==> images/clock_wires.png <==
Bar = 20 µm.
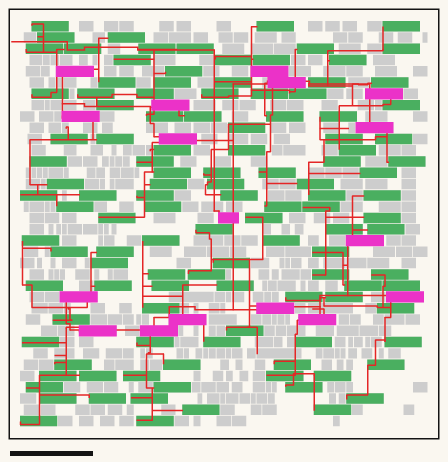
==> images/clock_nets.png <==
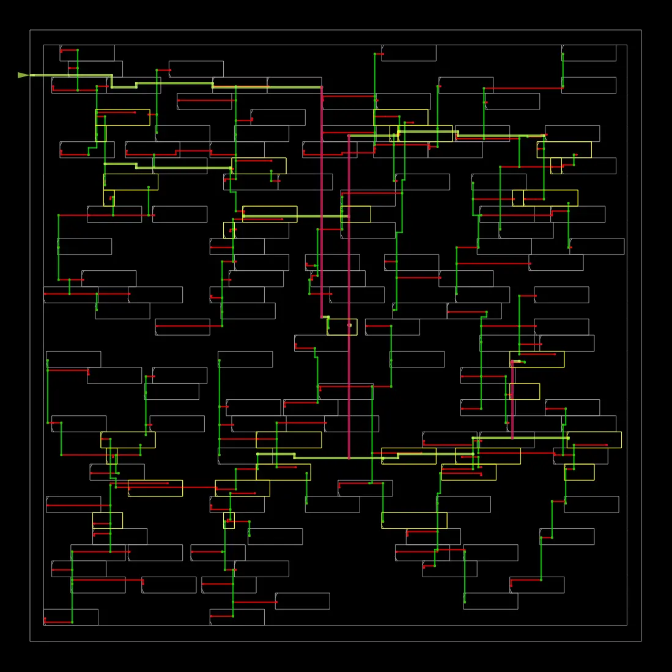
==> images/class_map.png <==
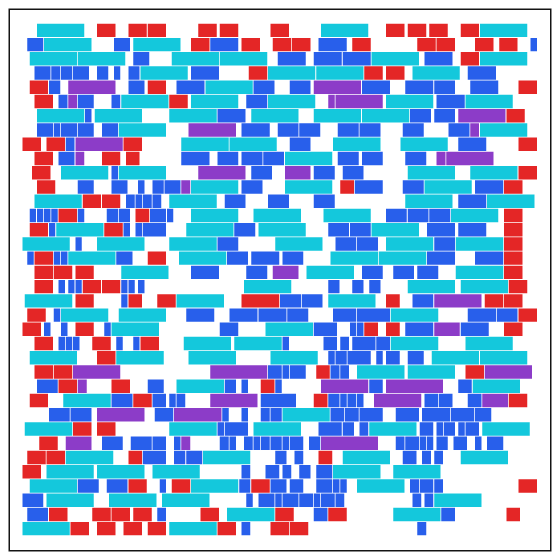
==> images/layers.png <==
Bar = 20 µm. Two of the layers only.
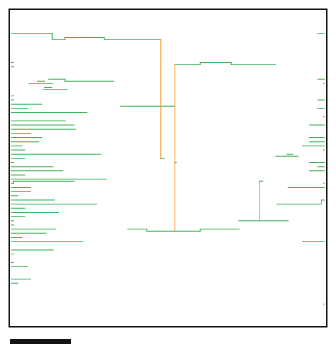
<file path="config.mk">
export PLATFORM = sky130hd
export DESIGN_NAME = image_feeder
export DESIGN_NICKNAME = d
export VERILOG_FILES = /design/src/rtl/image_feeder.sv
export SDC_FILE = /design/constraint.sdc
export NUM_CORES = 1
export LEC_CHECK = 0
export CAP_MARGIN = 20
export CORE_MARGIN = 2
export CORE_UTILIZATION = 55
export CTS_CLUSTER_DIAMETER = 150
export CTS_CLUSTER_SIZE = 20
export DETAILED_ROUTE_END_ITERATION = 8
export GPL_ROUTABILITY_DRIVEN = 1
export PLACE_DENSITY_LB_ADDON = 0.08
export SYNTH_ARGS = -nofsm -noshare
export SYNTH_HDL_FRONTEND = slang
export SYNTH_SLANG_ARGS = --single-unit
export TNS_END_PERCENT = 10
</file>
<file path="constraint.sdc">
create_clock -name clk -period 2.6 [get_ports clk]
set_input_delay 0.26 -clock clk [delete_from_list [all_inputs] [get_ports clk]]
set_output_delay 0.26 -clock clk [all_outputs]
set_load 0.02 [all_outputs]
</file>
<file path="src/rtl/image_feeder.sv">
// image_feeder: host-side front end of the train/test/classify engine.
// Accepts one label/mode descriptor per image, packs 8-bit pixels four to a
// 32-bit word, streams the image to the classifier under its ready, then
// waits for valid_all and returns the classifier's label with a running count.
// Optional build macro: FEEDER_TIMEOUT_EN adds a WAIT_DONE watchdog that
// aborts the image after TIMEOUT cycles and pulses timeout_err.
module image_feeder #(
  parameter int IM_WID   = 28,
  parameter int IM_HEI   = 28,
  parameter int PIX_W    = 8,
  parameter int WORD_PIX = 4,
  parameter int TIMEOUT  = 65535
) (
  input  logic             clk,
  input  logic             rst,
  input  logic             desc_valid,
  input  logic [7:0]       desc_label,
  input  logic [1:0]       desc_mode,
  output logic             desc_ready,
  input  logic             pix_valid,
  input  logic [PIX_W-1:0] pix_in,
  output logic             pix_ready,
  output logic             start_main,
  output logic [1:0]       train_test_classify,
  output logic [7:0]       test_label,
  output logic [31:0]      image_in,
  output logic             valid_image,
  input  logic             ready,
  input  logic             valid_all,
  input  logic [7:0]       image_label,
  output logic             result_valid,
  output logic [7:0]       result_label,
  output logic [15:0]      img_count,
  output logic             busy,
  output logic             timeout_err
);

  localparam int NPIX   = IM_WID * IM_HEI;
  localparam int NWORDS = NPIX / WORD_PIX;
  localparam int PCW    = $clog2(NPIX + 1);
  localparam int WCW    = $clog2(NWORDS + 1);
  localparam int LW     = (WORD_PIX > 1) ? $clog2(WORD_PIX) : 1;

  localparam logic [PCW-1:0] NPIX_C      = PCW'(NPIX);
  localparam logic [WCW-1:0] LAST_WORD_C = WCW'(NWORDS - 1);
  localparam logic [LW-1:0]  LAST_LANE_C = LW'(WORD_PIX - 1);

  // Reject parameter sets that cannot pack into a 32-bit word or a 16-bit watchdog.
  if (PIX_W * WORD_PIX != 32 || (NPIX % WORD_PIX) != 0 || TIMEOUT < 1 || TIMEOUT > 65535) begin : g_param_check
    $error("image_feeder: illegal parameter set");
  end

  typedef enum logic [2:0] {S_IDLE, S_START, S_STREAM, S_WAIT_DONE, S_REPORT} state_t;

  state_t         state_q, state_d;
  logic           desc_ready_q, desc_ready_d;
  logic           start_main_q, start_main_d;
  logic [1:0]     mode_q, mode_d;
  logic [7:0]     label_q, label_d;
  logic [31:0]    image_in_q, image_in_d;
  logic           valid_image_q, valid_image_d;
  logic           result_valid_q, result_valid_d;
  logic [7:0]     result_label_q, result_label_d;
  logic [15:0]    img_count_q, img_count_d;
  logic           busy_q, busy_d;
  logic [PCW-1:0] pix_cnt_q, pix_cnt_d;
  logic [WCW-1:0] word_cnt_q, word_cnt_d;
  logic [LW-1:0]  lane_q, lane_d;
  logic [31:0]    pack_q, pack_d;
`ifdef FEEDER_TIMEOUT_EN
  localparam logic [15:0] TO_C = 16'(TIMEOUT);
  logic [15:0]    to_cnt_q, to_cnt_d;
  logic           timeout_err_q, timeout_err_d;
`endif

  assign desc_ready          = desc_ready_q;
  assign start_main          = start_main_q;
  assign train_test_classify = mode_q;
  assign test_label          = label_q;
  assign image_in            = image_in_q;
  assign valid_image         = valid_image_q;
  assign result_valid        = result_valid_q;
  assign result_label        = result_label_q;
  assign img_count           = img_count_q;
  assign busy                = busy_q;
`ifdef FEEDER_TIMEOUT_EN
  assign timeout_err         = timeout_err_q;
`else
  assign timeout_err         = 1'b0;
`endif

  // Next-state, packing and handshake logic; pix_ready must follow ready combinationally.
  always_comb begin
    state_d        = state_q;
    desc_ready_d   = desc_ready_q;
    start_main_d   = 1'b0;
    mode_d         = mode_q;
    label_d        = label_q;
    image_in_d     = image_in_q;
    valid_image_d  = valid_image_q;
    result_valid_d = 1'b0;
    result_label_d = result_label_q;
    img_count_d    = img_count_q;
    busy_d         = busy_q;
    pix_cnt_d      = pix_cnt_q;
    word_cnt_d     = word_cnt_q;
    lane_d         = lane_q;
    pack_d         = pack_q;
    pix_ready      = 1'b0;
`ifdef FEEDER_TIMEOUT_EN
    to_cnt_d       = to_cnt_q;
    timeout_err_d  = 1'b0;
`endif
    case (state_q)
      S_IDLE: begin
        if (desc_valid && desc_ready_q) begin
          label_d      = desc_label;
          mode_d       = desc_mode;
          start_main_d = 1'b1;
          state_d      = S_START;
        end
      end
      S_START: begin
        pix_cnt_d  = '0;
        word_cnt_d = '0;
        lane_d     = '0;
`ifdef FEEDER_TIMEOUT_EN
        to_cnt_d   = '0;
`endif
        state_d    = S_STREAM;
      end
      S_STREAM: begin
        // A new pixel is taken only if the output word is free or leaving this cycle.
        pix_ready = (pix_cnt_q != NPIX_C) && (!valid_image_q || ready);
        if (valid_image_q && ready) begin
          valid_image_d = 1'b0;
          word_cnt_d    = word_cnt_q + WCW'(1);
          if (word_cnt_q == LAST_WORD_C) state_d = S_WAIT_DONE;
        end
        if (pix_valid && pix_ready) begin
          for (int p = 0; p < WORD_PIX; p++) begin
            if (lane_q == LW'(p)) pack_d[p*PIX_W +: PIX_W] = pix_in;
          end
          pix_cnt_d = pix_cnt_q + PCW'(1);
          if (lane_q == LAST_LANE_C) begin
            image_in_d    = pack_d;
            valid_image_d = 1'b1;
            lane_d        = '0;
          end else begin
            lane_d = lane_q + LW'(1);
          end
        end
      end
      S_WAIT_DONE: begin
        if (valid_all) begin
          result_label_d = image_label;
          result_valid_d = 1'b1;
          img_count_d    = img_count_q + 16'd1;
          state_d        = S_REPORT;
        end
`ifdef FEEDER_TIMEOUT_EN
        else if (to_cnt_q == TO_C - 16'd1) begin
          timeout_err_d = 1'b1;
          state_d       = S_IDLE;
        end else begin
          to_cnt_d = to_cnt_q + 16'd1;
        end
`endif
      end
      S_REPORT: state_d = S_IDLE;
      default:  state_d = S_IDLE;
    endcase
    desc_ready_d = (state_d == S_IDLE);
    busy_d       = (state_d != S_IDLE);
  end

  // State and registered outputs; reset aborts any image in flight.
  always_ff @(posedge clk or negedge rst) begin
    if (!rst) begin
      state_q        <= S_IDLE;
      desc_ready_q   <= 1'b0;
      start_main_q   <= 1'b0;
      mode_q         <= '0;
      label_q        <= '0;
      image_in_q     <= '0;
      valid_image_q  <= 1'b0;
      result_valid_q <= 1'b0;
      result_label_q <= '0;
      img_count_q    <= '0;
      busy_q         <= 1'b0;
      pix_cnt_q      <= '0;
      word_cnt_q     <= '0;
      lane_q         <= '0;
      pack_q         <= '0;
`ifdef FEEDER_TIMEOUT_EN
      to_cnt_q       <= '0;
      timeout_err_q  <= 1'b0;
`endif
    end else begin
      state_q        <= state_d;
      desc_ready_q   <= desc_ready_d;
      start_main_q   <= start_main_d;
      mode_q         <= mode_d;
      label_q        <= label_d;
      image_in_q     <= image_in_d;
      valid_image_q  <= valid_image_d;
      result_valid_q <= result_valid_d;
      result_label_q <= result_label_d;
      img_count_q    <= img_count_d;
      busy_q         <= busy_d;
      pix_cnt_q      <= pix_cnt_d;
      word_cnt_q     <= word_cnt_d;
      lane_q         <= lane_d;
      pack_q         <= pack_d;
`ifdef FEEDER_TIMEOUT_EN
      to_cnt_q       <= to_cnt_d;
      timeout_err_q  <= timeout_err_d;
`endif
    end
  end

endmodule

</file>
==> results.json <==
{
  "outcome": "completed",
  "grt_max_degree": 51,
  "worstSetupPathType": "reg2out",
  "worst-endpoint-required_ns": 2.34,
  "start_kind": "flip-flop",
  "antenna_found_initial": 0,
  "rsz0062_at_grt": "no",
  "seq_cells": 118,
  "max_cap_violations": 0,
  "nonClkBufAreaFrac_pct": 16.0,
  "path_depth": 4,
  "logic_gate_count": 268,
  "clockBufferDepth": 2,
  "wl_met1_um": 5040,
  "fin_crit_sh_pct": 94.1,
  "topCombFamilyByArea": "multiplexers",
  "wl_met3_um": 708,
  "p_clk_mw": 2.33,
  "chipArea_um2": 10600,
  "dp_slack_ns": 0.375,
  "wl_met2_um": 5220,
  "fp_nets": 456,
  "peakVddDrop_mv": 0.505,
  "syn-instance-count": 416,
  "gp_congestion": 0.792,
  "stdcell_area_um2": 7190,
  "initial_utilization_pct": 56.1,
  "r2r_start": "state_q[1]",
  "grt_use_met2_pct": 34.8,
  "path_clk_slew_ns": 0.05,
  "ff_type": "dfrtp_1",
  "nFillCells": 668,
  "cp_cell_sequence": "nor4b_2 > nand4_2 > and3_2 > clkdlybuf4s50_1",
  "hold_viol": 0,
  "cts_setup_buffers": 1,
  "layout_setup_ws_ns": 0.153,
  "seq-power_mw": 2.81,
  "ctsResizeCount": 1,
  "busiest_layer": "met2",
  "synth.distinct_cells": 51,
  "hold_start": "image_label[3]",
  "layout.cells.non_filler": 679,
  "dominant_cells": "sequential cells",
  "p_total_mw": 7.75,
  "drive_above_1_share_pct": 27.5,
  "switching_share_pct": 29.4,
  "final_cell_mix": "dfrtp_1 (118), clkdlybuf4s50_1 (102), mux2_2 (58)",
  "routed.top_layer": "met4",
  "common_cells": "dfrtp_1 (118), mux2_2 (58), nand2_1 (46)",
  "layout.nets": 573,
  "seqPwrFrac_pct": 36.3,
  "num_antenna_cells": 0,
  "seqCellArea_um2": 2950,
  "logic_area_um2": 2280,
  "cp_data_arrival_time_ns": 2.19,
  "htree_levels": 4,
  "dr_total_vias": 3629,
  "critical_path_peak_fanout": 4,
  "wl_um": 11100,
  "utilization_pct": 74.6,
  "ys_sh_adder_pct": 1.85,
  "p_int_mw": 5.47,
  "drc": 0,
  "area_leaders": "dfrtp_1 (55%), mux2_2 (12%), mux2_4 (8.9%), nand2_1 (3.2%), xnor2_1 (2.6%)",
  "gr-usage-met3_pct": 9.54,
  "hp-class": "in2reg",
  "cp_top_family": "simple AND/OR/NAND/NOR gates",
  "r2r-end": "pack_q[10]",
  "setup-tns-final_ns": 0,
  "place_inst": 642,
  "drtIter0Drc": 115,
  "slowest_stage": "clkdlybuf4s50_1",
  "max_freq_mhz": 409,
  "ant_nets": 0,
  "reg2reg_depth": 5,
  "hold-path-cell-count": 3,
  "crit_start": "pix_cnt_q[5]",
  "cp.buffers_inverters": 1,
  "aoi_share_pct": 4.21,
  "ys_area_um2": 5410,
  "top_cell_area_share_pct": 54.6,
  "syn2layout_area_growth_pct": 33.0
}
-- clock_wires.png (at the start) --
[flip-flops] green | count: 118
[clock-net drivers] magenta | count: 17
[clock wires] red | length: 1,490 µm
flops lie: all over the die
clk_lat worst skew: 0.51 ns
share of total power in the clock network: 30.1%
Layout Skew: 0.00621 ns

-- clock_nets.png (at the start) --
# clock sinks: 118
clock buffer count: 22

-- class_map.png (at the start) --
| class | color | cells | share of their area |
|---|---|---|---|
| clock drivers and dummy loads | purple | 32 | 8.5% |
| remaining buffers and delay cells | red | 117 | 16% |
| sequential cells | cyan | 118 | 42% |
| remaining logic cells | blue | 279 | 33% |
Seq area share: 41.1%
total core area: 9640 µm²

-- layers.png (at the start) --
| layer | color | wire length |
|---|---|---|
| M4 | orange | 106 µm |
| M3 | green | 709 µm |

Power is estimated from default activity; no workload was simulated.
